Figure 1. Routed metal, one color a layer.
Scale bar: 20 um. Only two layers are drawn.
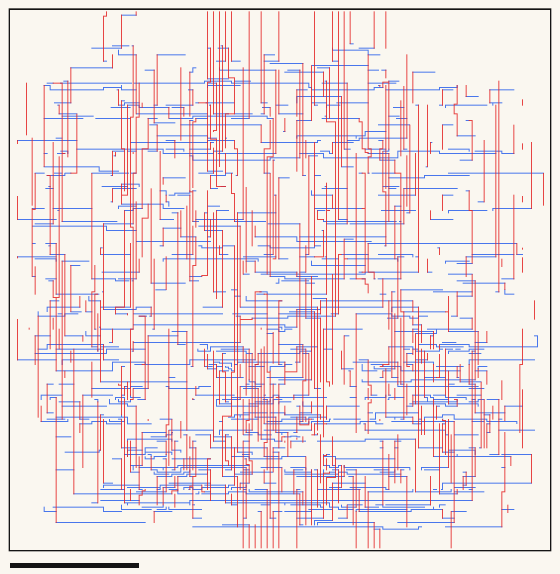
Figure 2. Cell outlines without signal wires.
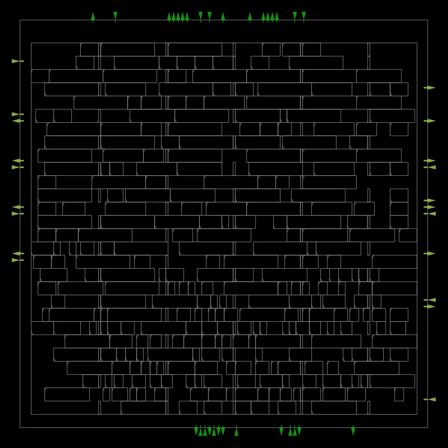
===== src/rtl/cascade_pkg.sv =====
// rtl/cascade_pkg.sv - shared types and widths for the window scheduler
// Holds the scheduler state enum, window coordinate widths and the {x,y} position type.
package cascade_pkg;

    localparam int IMG_WIDTH_DFLT  = 41;
    localparam int IMG_HEIGHT_DFLT = 50;

    localparam int W_X = $clog2(IMG_WIDTH_DFLT);
    localparam int W_Y = $clog2(IMG_HEIGHT_DFLT);

    typedef enum logic [1:0] {
        IDLE  = 2'd0,
        RUN   = 2'd1,
        DRAIN = 2'd2,
        DONE  = 2'd3
    } sched_state_t;

    typedef struct packed {
        logic [W_X-1:0] x;
        logic [W_Y-1:0] y;
    } win_pos_t;

endpackage


===== src/rtl/window_scheduler_if.sv =====
// rtl/window_scheduler_if.sv - window, classifier and detection handshake bundle
// Groups the sweeper input, classifier issue, classifier result and detection output channels.
// slave  : scheduler view (accepts windows/results, drives issues/detections)
// master : environment view (sweeper, classifier and detection sink)
interface window_scheduler_if;

    logic                       win_in_valid;
    logic                       win_in_ready;
    logic [cascade_pkg::W_X-1:0] win_in_x;
    logic [cascade_pkg::W_Y-1:0] win_in_y;

    logic                       win_out_valid;
    logic                       win_out_ready;
    logic [cascade_pkg::W_X-1:0] win_out_x;
    logic [cascade_pkg::W_Y-1:0] win_out_y;

    logic                       res_valid;
    logic                       res_ready;
    logic                       res_detect;

    logic                       det_valid;
    logic                       det_ready;
    logic [cascade_pkg::W_X-1:0] det_x;
    logic [cascade_pkg::W_Y-1:0] det_y;

    modport slave (
        input  win_in_valid, win_in_x, win_in_y,
        output win_in_ready,
        output win_out_valid, win_out_x, win_out_y,
        input  win_out_ready,
        input  res_valid, res_detect,
        output res_ready,
        output det_valid, det_x, det_y,
        input  det_ready
    );

    modport master (
        output win_in_valid, win_in_x, win_in_y,
        input  win_in_ready,
        input  win_out_valid, win_out_x, win_out_y,
        output win_out_ready,
        output res_valid, res_detect,
        input  res_ready,
        input  det_valid, det_x, det_y,
        output det_ready
    );

endinterface


===== src/rtl/pos_fifo.sv =====
// rtl/pos_fifo.sv - first-word-fall-through FIFO of in-flight window positions
// Ports: clk, rst (async active-low), push_i/data_i write side, pop_i/data_o read side
// (data_o shows the head entry whenever empty_o=0), full_o, empty_o.
// A pop on a full FIFO lets a push land in the same cycle.
module pos_fifo
    import cascade_pkg::*;
#(
    parameter int DEPTH = 4
) (
    input  logic     clk,
    input  logic     rst,
    input  logic     push_i,
    input  win_pos_t data_i,
    input  logic     pop_i,
    output win_pos_t data_o,
    output logic     full_o,
    output logic     empty_o
);

    localparam int AW = (DEPTH > 1) ? $clog2(DEPTH) : 1;
    localparam int CW = $clog2(DEPTH + 1);
    localparam logic [AW-1:0] LAST_PTR  = AW'(DEPTH - 1);
    localparam logic [CW-1:0] DEPTH_CNT = CW'(DEPTH);

    win_pos_t        mem_q [DEPTH];
    logic [AW-1:0]   wr_ptr_q, wr_ptr_d;
    logic [AW-1:0]   rd_ptr_q, rd_ptr_d;
    logic [CW-1:0]   count_q, count_d;
    logic            do_push, do_pop;

    assign empty_o = (count_q == '0);
    assign full_o  = (count_q == DEPTH_CNT);
    assign data_o  = mem_q[rd_ptr_q];

    assign do_pop  = pop_i & ~empty_o;
    assign do_push = push_i & (~full_o | do_pop);

    always_comb begin
        wr_ptr_d = wr_ptr_q;
        rd_ptr_d = rd_ptr_q;
        count_d  = count_q;
        if (do_push) wr_ptr_d = (wr_ptr_q == LAST_PTR) ? '0 : wr_ptr_q + 1'b1;
        if (do_pop)  rd_ptr_d = (rd_ptr_q == LAST_PTR) ? '0 : rd_ptr_q + 1'b1;
        case ({do_push, do_pop})
            2'b10:   count_d = count_q + 1'b1;
            2'b01:   count_d = count_q - 1'b1;
            default: count_d = count_q;
        endcase
    end

    always_ff @(posedge clk or negedge rst) begin
        if (!rst) begin
            wr_ptr_q <= '0;
            rd_ptr_q <= '0;
            count_q  <= '0;
        end else begin
            wr_ptr_q <= wr_ptr_d;
            rd_ptr_q <= rd_ptr_d;
            count_q  <= count_d;
        end
    end

    // Storage needs no reset: occupancy alone decides what is valid.
    always_ff @(posedge clk) begin
        if (do_push) mem_q[wr_ptr_q] <= data_i;
    end

endmodule


===== src/rtl/window_scheduler.sv =====
// rtl/window_scheduler.sv - issues a frame of windows to a classifier and forwards hits
// Ports: clk, rst (async active-low), start, busy, frame_done (1-cycle pulse),
// bus (window_scheduler_if.slave: sweeper in, classifier issue/result, detection out),
// det_count (16-bit saturating hit counter, only when SCHED_STATS_EN is defined).
// Optional feature macro: SCHED_STATS_EN.
module window_scheduler
    import cascade_pkg::*;
#(
    parameter int IMG_WIDTH    = IMG_WIDTH_DFLT,
    parameter int IMG_HEIGHT   = IMG_HEIGHT_DFLT,
    parameter int NUM_WINDOWS  = 64,
    parameter int MAX_INFLIGHT = 4
) (
    input  logic                 clk,
    input  logic                 rst,
    input  logic                 start,
    output logic                 busy,
    output logic                 frame_done,
    window_scheduler_if.slave    bus
`ifdef SCHED_STATS_EN
    ,
    output logic [15:0]          det_count
`endif
);

    localparam int CW = $clog2(NUM_WINDOWS + 1);
    localparam logic [CW-1:0] NW_C    = CW'(NUM_WINDOWS);
    localparam logic [CW-1:0] NW_LAST = CW'(NUM_WINDOWS - 1);

    if (IMG_WIDTH > (1 << W_X) || IMG_HEIGHT > (1 << W_Y)) begin : g_bad_dims
        $error("window_scheduler: image dimensions do not fit W_X/W_Y");
    end

    sched_state_t   state_q, state_d;
    logic [CW-1:0]  issued_q, issued_d;
    logic [CW-1:0]  retired_q, retired_d;
    logic           det_valid_q, det_valid_d;
    win_pos_t       det_pos_q, det_pos_d;

    logic           issue_ok, push, pop;
    logic           fifo_full, fifo_empty;
    win_pos_t       fifo_wdata, fifo_rdata;

    // Issue path is a zero-latency pass-through gated by frame state and FIFO room.
    assign issue_ok          = (state_q == RUN) & ~fifo_full & (issued_q < NW_C);
    assign bus.win_out_valid = bus.win_in_valid & issue_ok;
    assign bus.win_in_ready  = bus.win_out_ready & issue_ok;
    assign bus.win_out_x     = bus.win_in_x;
    assign bus.win_out_y     = bus.win_in_y;
    assign push              = bus.win_in_valid & bus.win_out_ready & issue_ok;

    // A result is only taken when its position is known and the detection slot can take a hit.
    assign bus.res_ready = ~fifo_empty & (~det_valid_q | bus.det_ready);
    assign pop           = bus.res_valid & bus.res_ready;

    assign fifo_wdata = '{x: bus.win_in_x, y: bus.win_in_y};

    pos_fifo #(.DEPTH(MAX_INFLIGHT)) u_pos_fifo (
        .clk     (clk),
        .rst     (rst),
        .push_i  (push),
        .data_i  (fifo_wdata),
        .pop_i   (pop),
        .data_o  (fifo_rdata),
        .full_o  (fifo_full),
        .empty_o (fifo_empty)
    );

    always_comb begin
        state_d   = state_q;
        issued_d  = issued_q;
        retired_d = retired_q;
        if (push) issued_d = issued_q + 1'b1;
        if (pop && retired_q != NW_C) retired_d = retired_q + 1'b1;
        case (state_q)
            IDLE: begin
                if (start) begin
                    state_d   = RUN;
                    issued_d  = '0;
                    retired_d = '0;
                end
            end
            RUN:     if (push && issued_q == NW_LAST) state_d = DRAIN;
            DRAIN:   if (retired_q == NW_C && fifo_empty && !det_valid_q) state_d = DONE;
            DONE:    state_d = IDLE;
            default: state_d = IDLE;
        endcase
    end

    // A new hit overrides the clear so det_ready plus a hit gives back-to-back output.
    always_comb begin
        det_valid_d = det_valid_q;
        det_pos_d   = det_pos_q;
        if (pop && bus.res_detect) begin
            det_valid_d = 1'b1;
            det_pos_d   = fifo_rdata;
        end else if (bus.det_ready) begin
            det_valid_d = 1'b0;
        end
    end

    always_ff @(posedge clk or negedge rst) begin
        if (!rst) begin
            state_q     <= IDLE;
            issued_q    <= '0;
            retired_q   <= '0;
            det_valid_q <= 1'b0;
            det_pos_q   <= '0;
        end else begin
            state_q     <= state_d;
            issued_q    <= issued_d;
            retired_q   <= retired_d;
            det_valid_q <= det_valid_d;
            det_pos_q   <= det_pos_d;
        end
    end

    assign busy          = (state_q != IDLE);
    assign frame_done    = (state_q == DONE);
    assign bus.det_valid = det_valid_q;
    assign bus.det_x     = det_pos_q.x;
    assign bus.det_y     = det_pos_q.y;

`ifdef SCHED_STATS_EN
    logic [15:0] det_count_q, det_count_d;

    always_comb begin
        det_count_d = det_count_q;
        if (state_q == IDLE && start) begin
            det_count_d = '0;
        end else if (det_valid_q && bus.det_ready && det_count_q != 16'hFFFF) begin
            det_count_d = det_count_q + 1'b1;
        end
    end

    always_ff @(posedge clk or negedge rst) begin
        if (!rst) det_count_q <= '0;
        else      det_count_q <= det_count_d;
    end

    assign det_count = det_count_q;
`endif

endmodule


===== src/flat_wrapper.sv =====
// flat-port wrapper written by rule: the top's interface ports become plain ports
module window_scheduler_flat import cascade_pkg::*;
#(
    parameter int IMG_WIDTH    = IMG_WIDTH_DFLT,
    parameter int IMG_HEIGHT   = IMG_HEIGHT_DFLT,
    parameter int NUM_WINDOWS  = 64,
    parameter int MAX_INFLIGHT = 4
)
  (clk, rst, start, busy, frame_done, bus_win_in_valid, bus_win_in_x, bus_win_in_y, bus_win_in_ready, bus_win_out_valid, bus_win_out_x, bus_win_out_y, bus_win_out_ready, bus_res_valid, bus_res_detect, bus_res_ready, bus_det_valid, bus_det_x, bus_det_y, bus_det_ready);
  window_scheduler_if bus_i ();
  input  logic clk;
  input  logic rst;
  input  logic start;
  output logic busy;
  output logic frame_done;
  input wire logic [$bits(bus_i.win_in_valid)-1:0] bus_win_in_valid;
  input wire logic [$bits(bus_i.win_in_x)-1:0] bus_win_in_x;
  input wire logic [$bits(bus_i.win_in_y)-1:0] bus_win_in_y;
  output wire logic [$bits(bus_i.win_in_ready)-1:0] bus_win_in_ready;
  output wire logic [$bits(bus_i.win_out_valid)-1:0] bus_win_out_valid;
  output wire logic [$bits(bus_i.win_out_x)-1:0] bus_win_out_x;
  output wire logic [$bits(bus_i.win_out_y)-1:0] bus_win_out_y;
  input wire logic [$bits(bus_i.win_out_ready)-1:0] bus_win_out_ready;
  input wire logic [$bits(bus_i.res_valid)-1:0] bus_res_valid;
  input wire logic [$bits(bus_i.res_detect)-1:0] bus_res_detect;
  output wire logic [$bits(bus_i.res_ready)-1:0] bus_res_ready;
  output wire logic [$bits(bus_i.det_valid)-1:0] bus_det_valid;
  output wire logic [$bits(bus_i.det_x)-1:0] bus_det_x;
  output wire logic [$bits(bus_i.det_y)-1:0] bus_det_y;
  input wire logic [$bits(bus_i.det_ready)-1:0] bus_det_ready;
  assign bus_i.win_in_valid = bus_win_in_valid;
  assign bus_i.win_in_x = bus_win_in_x;
  assign bus_i.win_in_y = bus_win_in_y;
  assign bus_win_in_ready = bus_i.win_in_ready;
  assign bus_win_out_valid = bus_i.win_out_valid;
  assign bus_win_out_x = bus_i.win_out_x;
  assign bus_win_out_y = bus_i.win_out_y;
  assign bus_i.win_out_ready = bus_win_out_ready;
  assign bus_i.res_valid = bus_res_valid;
  assign bus_i.res_detect = bus_res_detect;
  assign bus_res_ready = bus_i.res_ready;
  assign bus_det_valid = bus_i.det_valid;
  assign bus_det_x = bus_i.det_x;
  assign bus_det_y = bus_i.det_y;
  assign bus_i.det_ready = bus_det_ready;
  window_scheduler #(.IMG_WIDTH(IMG_WIDTH), .IMG_HEIGHT(IMG_HEIGHT), .NUM_WINDOWS(NUM_WINDOWS), .MAX_INFLIGHT(MAX_INFLIGHT)) u_core (.clk(clk), .rst(rst), .start(start), .busy(busy), .frame_done(frame_done), .bus(bus_i));
endmodule

===== config.mk =====
export PLATFORM = sky130hd
export DESIGN_NAME = window_scheduler_flat
export DESIGN_NICKNAME = d
export VERILOG_FILES = /design/src/rtl/cascade_pkg.sv /design/src/rtl/window_scheduler_if.sv /design/src/rtl/pos_fifo.sv /design/src/rtl/window_scheduler.sv /design/src/flat_wrapper.sv
export SDC_FILE = /design/constraint.sdc
export NUM_CORES = 1
export LEC_CHECK = 0
export ABC_CLOCK_PERIOD_IN_PS = 4100
export CAP_MARGIN = 5
export CORE_MARGIN = 2
export CORE_UTILIZATION = 61
export CTS_BUF_LIST = sky130_fd_sc_hd__clkbuf_4
export DETAILED_ROUTE_END_ITERATION = 16
export PLACE_DENSITY_LB_ADDON = 0.25
export SLEW_MARGIN = 15
export SYNTH_ARGS = -nofsm -noshare
export SYNTH_HDL_FRONTEND = slang
export SYNTH_HIERARCHICAL = 1
export SYNTH_SLANG_ARGS = --single-unit

===== constraint.sdc =====
create_clock -name clk -period 4.1 [get_ports clk]
set_input_delay 0.41 -clock clk [delete_from_list [all_inputs] [get_ports clk]]
set_output_delay 0.41 -clock clk [all_outputs]
set_load 0.05 [all_outputs]

==> run notes <==
State of the implementation.

- The flow ran to the end, and the final reports show no timing, DRC or antenna violations.
- Signal nets in the final route climb as high as met4.
- The max-cap check violation count is 0, for reference.
- The number of antenna-violating nets in the routed design is 0, for reference.
- The layout summary lists the proportion of cells stronger than drive strength 1 as 0.183.
- The placer congestion estimate is 0.796, for reference.
- The share of total power dissipated in sequential elements is 0.431.
- The fraction of synthesized cell area in xor and xnor cells is 0.0159, for reference.
- In the layout the commonest cells are clkdlybuf4s50_1, edfxtp_1, dfrtp_1, inv_1, nor2_1.
- The count of buffers inserted at the top-level ports is 49, for reference.
- The critical path in this run is classified as reg -> reg.
- The leakage power is 1.69 nW, for reference.
- The number of buffers and inverters on the critical path is 3, for reference.
- The global-route wire length before repair is 11100 um, for reference.
- The post-CTS setup buffer count is 0, for reference.
- The internal cell power is 1.65 mW, for reference.
- Entering global routing, the biggest net connects 37 pins.
- The total sequential power is 1.19 mW, for reference.
- The initial standard-cell utilization of the core is 0.641, for reference.
- The area growth from synthesis to layout is 14.3%, for reference.
- For the worst reg-to-reg path, the startpoint reported by OpenROAD is u_core/u_pos_fifo/count_q[2]$_DFFE_PN0P_.
- The capture point of the critical path is u_core/u_pos_fifo/count_q[1]$_DFFE_PN0P_, for reference.
- STA classifies the critical path endpoint as a flip-flop.
- Counting flops with a built-in enable in the synthesized netlist gives 48.
- The multi-input combinational cells in the finished layout cover a total of 1320 um^2.
- The clock-pin slew of the registers on the worst-case setup and hold paths is 0.14 ns, for reference.
- The vertical die size is 83.6 um, for reference.
- According to the dpl log, the detail-placed design has an HPWL of 4620 um.
- Static timing analysis puts the maximum clock frequency at 0.321 GHz.
- The peak-usage layer in the global routing report is met2, for reference.
- Across all stage logs, warnings added up to 34.
- The site row count is 28, for reference.
- The largest registers in the layout are u_core/u_pos_fifo/mem_q (48), u_core/issued_q (7), u_core/retired_q (7).
- The post-placement worst setup slack is 0.960 ns, for reference.
- The count of inserted antenna diode cells is 0, for reference.
- The detailed-routed wire length on met2 is 3500 um, for reference.
- The count of non-CTS inverters in the layout is 16, for reference.
- The post-synthesis share of cell area spent on full adders, half adders and majority gates is 0.0473, for reference.
- Per the detail_route report, the via count comes to 2223.
- The global routing report lists met3 layer usage as 0.0396.
- The category of cells accounting for the largest share of critical-path delay is simple AND/OR/NAND/NOR gates, for reference.
- Looking at the max-slew report, the worst-margin pin has a slew of 0.842 ns.
- According to the Yosys statistics, the synthesized design has a chip area of 3860 um^2.
- The setup clock skew after layout is 0.0165 ns, for reference.
- The sum of routed wire segments on met1 is 2930 um, for reference.
- The post-synthesis instance area is 3860 um^2, for reference.
- In this run the critical register-to-register path is captured at u_core/u_pos_fifo/count_q[1]$_DFFE_PN0P_.
- The share of total power dissipated in the clock network is 0.149.
- The final layout report lists a non-clock buffer count of 49.
- The worst-case setup margin in the final layout is 0.988 ns, for reference.
- For this design, the sink count on the clock tree is 84.
- The share of synthesized area in the top cell type comes to 0.373.
- Per the layout area report, the sequential fraction of cell area is 0.530.
- The leading register cell type out of synthesis is edfxtp_1, for reference.
- The power dissipated in combinational cells is 1.16 mW, for reference.
- Setup repair after global routing left no endpoint under its margin.
- The area fraction in mux cells is 0.121, for reference.
- The post-synthesis cell count from yosys is 269, for reference.
- The number of nets in the layout is 341, for reference.
- met2 track demand over resource after global routing is 0.348.
- In the final timing run, aggregate negative setup slack is 0 ns.
- The switching power share of the total is 0.399, for reference.
- The mean area per synthesized cell is 14.4 um^2, for reference.
- The most critical setup path has its startpoint at u_core/u_pos_fifo/count_q[2]$_DFFE_PN0P_.
- The mean number of vias per cell is 5.74, for reference.
- Summing all flip-flop and latch instances after layout gives 2340 um^2.
- The first-pass iteration count of the detailed router is 4, for reference.
- The TritonCTS clock tree is built, for reference.
- STA classifies the critical path startpoint as a flip-flop.
- The number of max-slew violations in the final report is 0, for reference.
- The shortest clock period the worst path allows after layout is 3.11 ns, for reference.
- Setup violations remaining at the end of the flow were counted as 0.
- For the worst-skew pair, the clock arrives at the later sink with an insertion delay of 0.42 ns.
- The share of the clock period used by the worst path after layout is 0.759, for reference.
- Hold timing on the final database bottoms out at a slack of 0.0870 ns.
- The combinational power share is 0.420, for reference.
- For this run, the register share of the synthesized area comes to 0.606.
- The clock H-tree reported by CTS has 3 levels.
- The cell-mix breakdown from Yosys lists the compound-gate area share as 0.0570.
- The logic share of the area is 0.298, for reference.
- The switching power summed over all nets is 1.10 mW, for reference.
- The power per standard cell area is 623 nW/um^2, for reference.
- The synthesis run identifies the leading combinational cell family as multiplexers.
- The cell count after synthesis is 269, for reference.
- The worst path required time is 4.43 ns, for reference.
- The fraction of synthesis flops using an asynchronous set or reset pin is 0.429, for reference.
- The met3 wire length is 258 um, for reference.
- The arrival time at the worst endpoint is 3.44 ns, for reference.
- The total DRC errors in the routed layout is 0, for reference.
- The relative max-transition margin is 0.438, for reference.
- The wire length recorded after detailed routing is 6810 um.
- Per the post-synthesis report, the nets total 303.
- The clock buffer instance count of the final layout is 9, for reference.
- For this block, the initial DRC count from the detailed router was 155.
- u_core/u_pos_fifo/mem_q holds more flip-flops than any other register.
- The final cell count without fillers is 387, for reference.
- Looking at the VDD voltage map, the peak drop is 0.000362 V.
- The total clock buffers created by CTS is 9, for reference.
- The number of antenna violations at the first check in global routing came to 0.
- The die outline width is 83.6 um, for reference.
- 50 I/O pins were placed.
- The critical path crosses 11 cells after its start point.
- The full die area is 6990 um^2, for reference.
- The count of endpoints failing hold in the final timing report is 0, for reference.
- In this run the critical path is formed by or3_2 > inv_1 > inv_1 > nand3_1 > inv_1 > nor2b_1 > nand2_1 > fa_1 > o21ba_2 > o211ai_1 > a22oi_1.
- The timing report shows that the slowest cell on the worst path is or3_2.
- Yosys attributes the largest share of cell area to edfxtp_1, dfrtp_1, mux4_2, ha_1, mux2_2.
- The total of flip-flops plus latches after synthesis is 84, for reference.
- The cell type that accounts for the most area after synthesis is edfxtp_1.
- The type of the worst min-delay path is in -> async, for reference.
- The standard cell area after detailed placement is 4300 um^2, for reference.
- The region available for standard cell placement spans 6030 um^2.
- Yosys printed 6 warnings.
- The count of instances resized after the clock tree is built is 0, for reference.
- Logic depth along the worst register-to-register path is recorded as 11.
- The clock root buffer is clkbuf_4, for reference.
- In this run, distinct cell masters in the synthesized netlist total 51.
- The most frequent cell on the critical path is inv_1, for reference.
- The top contributor to total power is registers, for reference.
- The synthesis run shows the most used standard cells to be edfxtp_1, dfrtp_1, inv_1, nor2_1, mux2_2.
- The register with the most flip-flops in the layout has 48 of them.
- The internal reg-to-reg setup slack is 0.99 ns, for reference.
- The via count of the first global-routing pass came to 2303.
- Hold repair after CTS inserted 0 buffers.
- The final power report lists total power as 2.75 mW.
- The number of multi-input combinational cells in the layout is 147.
- The met1 capacity usage during global routing is 0.264, for reference.
- The largest single stage delay on the critical path is 0.51 ns.
- The cell group occupying the most layout area is flip-flops and latches, for reference.
- The clock network power is 0.410 mW, for reference.
- The clock tree buffer depth is 2, for reference.
Back to the opening pictures, Figure 1:
legend:
  M1:
    color: blue
    wire_length: 2930 um
  M2:
    color: red
    wire_length: 3500 um
average wire per cell in the routed design: 17.6 um
total global-route track usage: 0.208

Back to the opening pictures, Figure 2:
fillcell total: 399
Seq Cell Count: 84
fin util: 0.733
tap cells: 75

Power figures rest on the tool's default switching activity, not on a simulated workload.
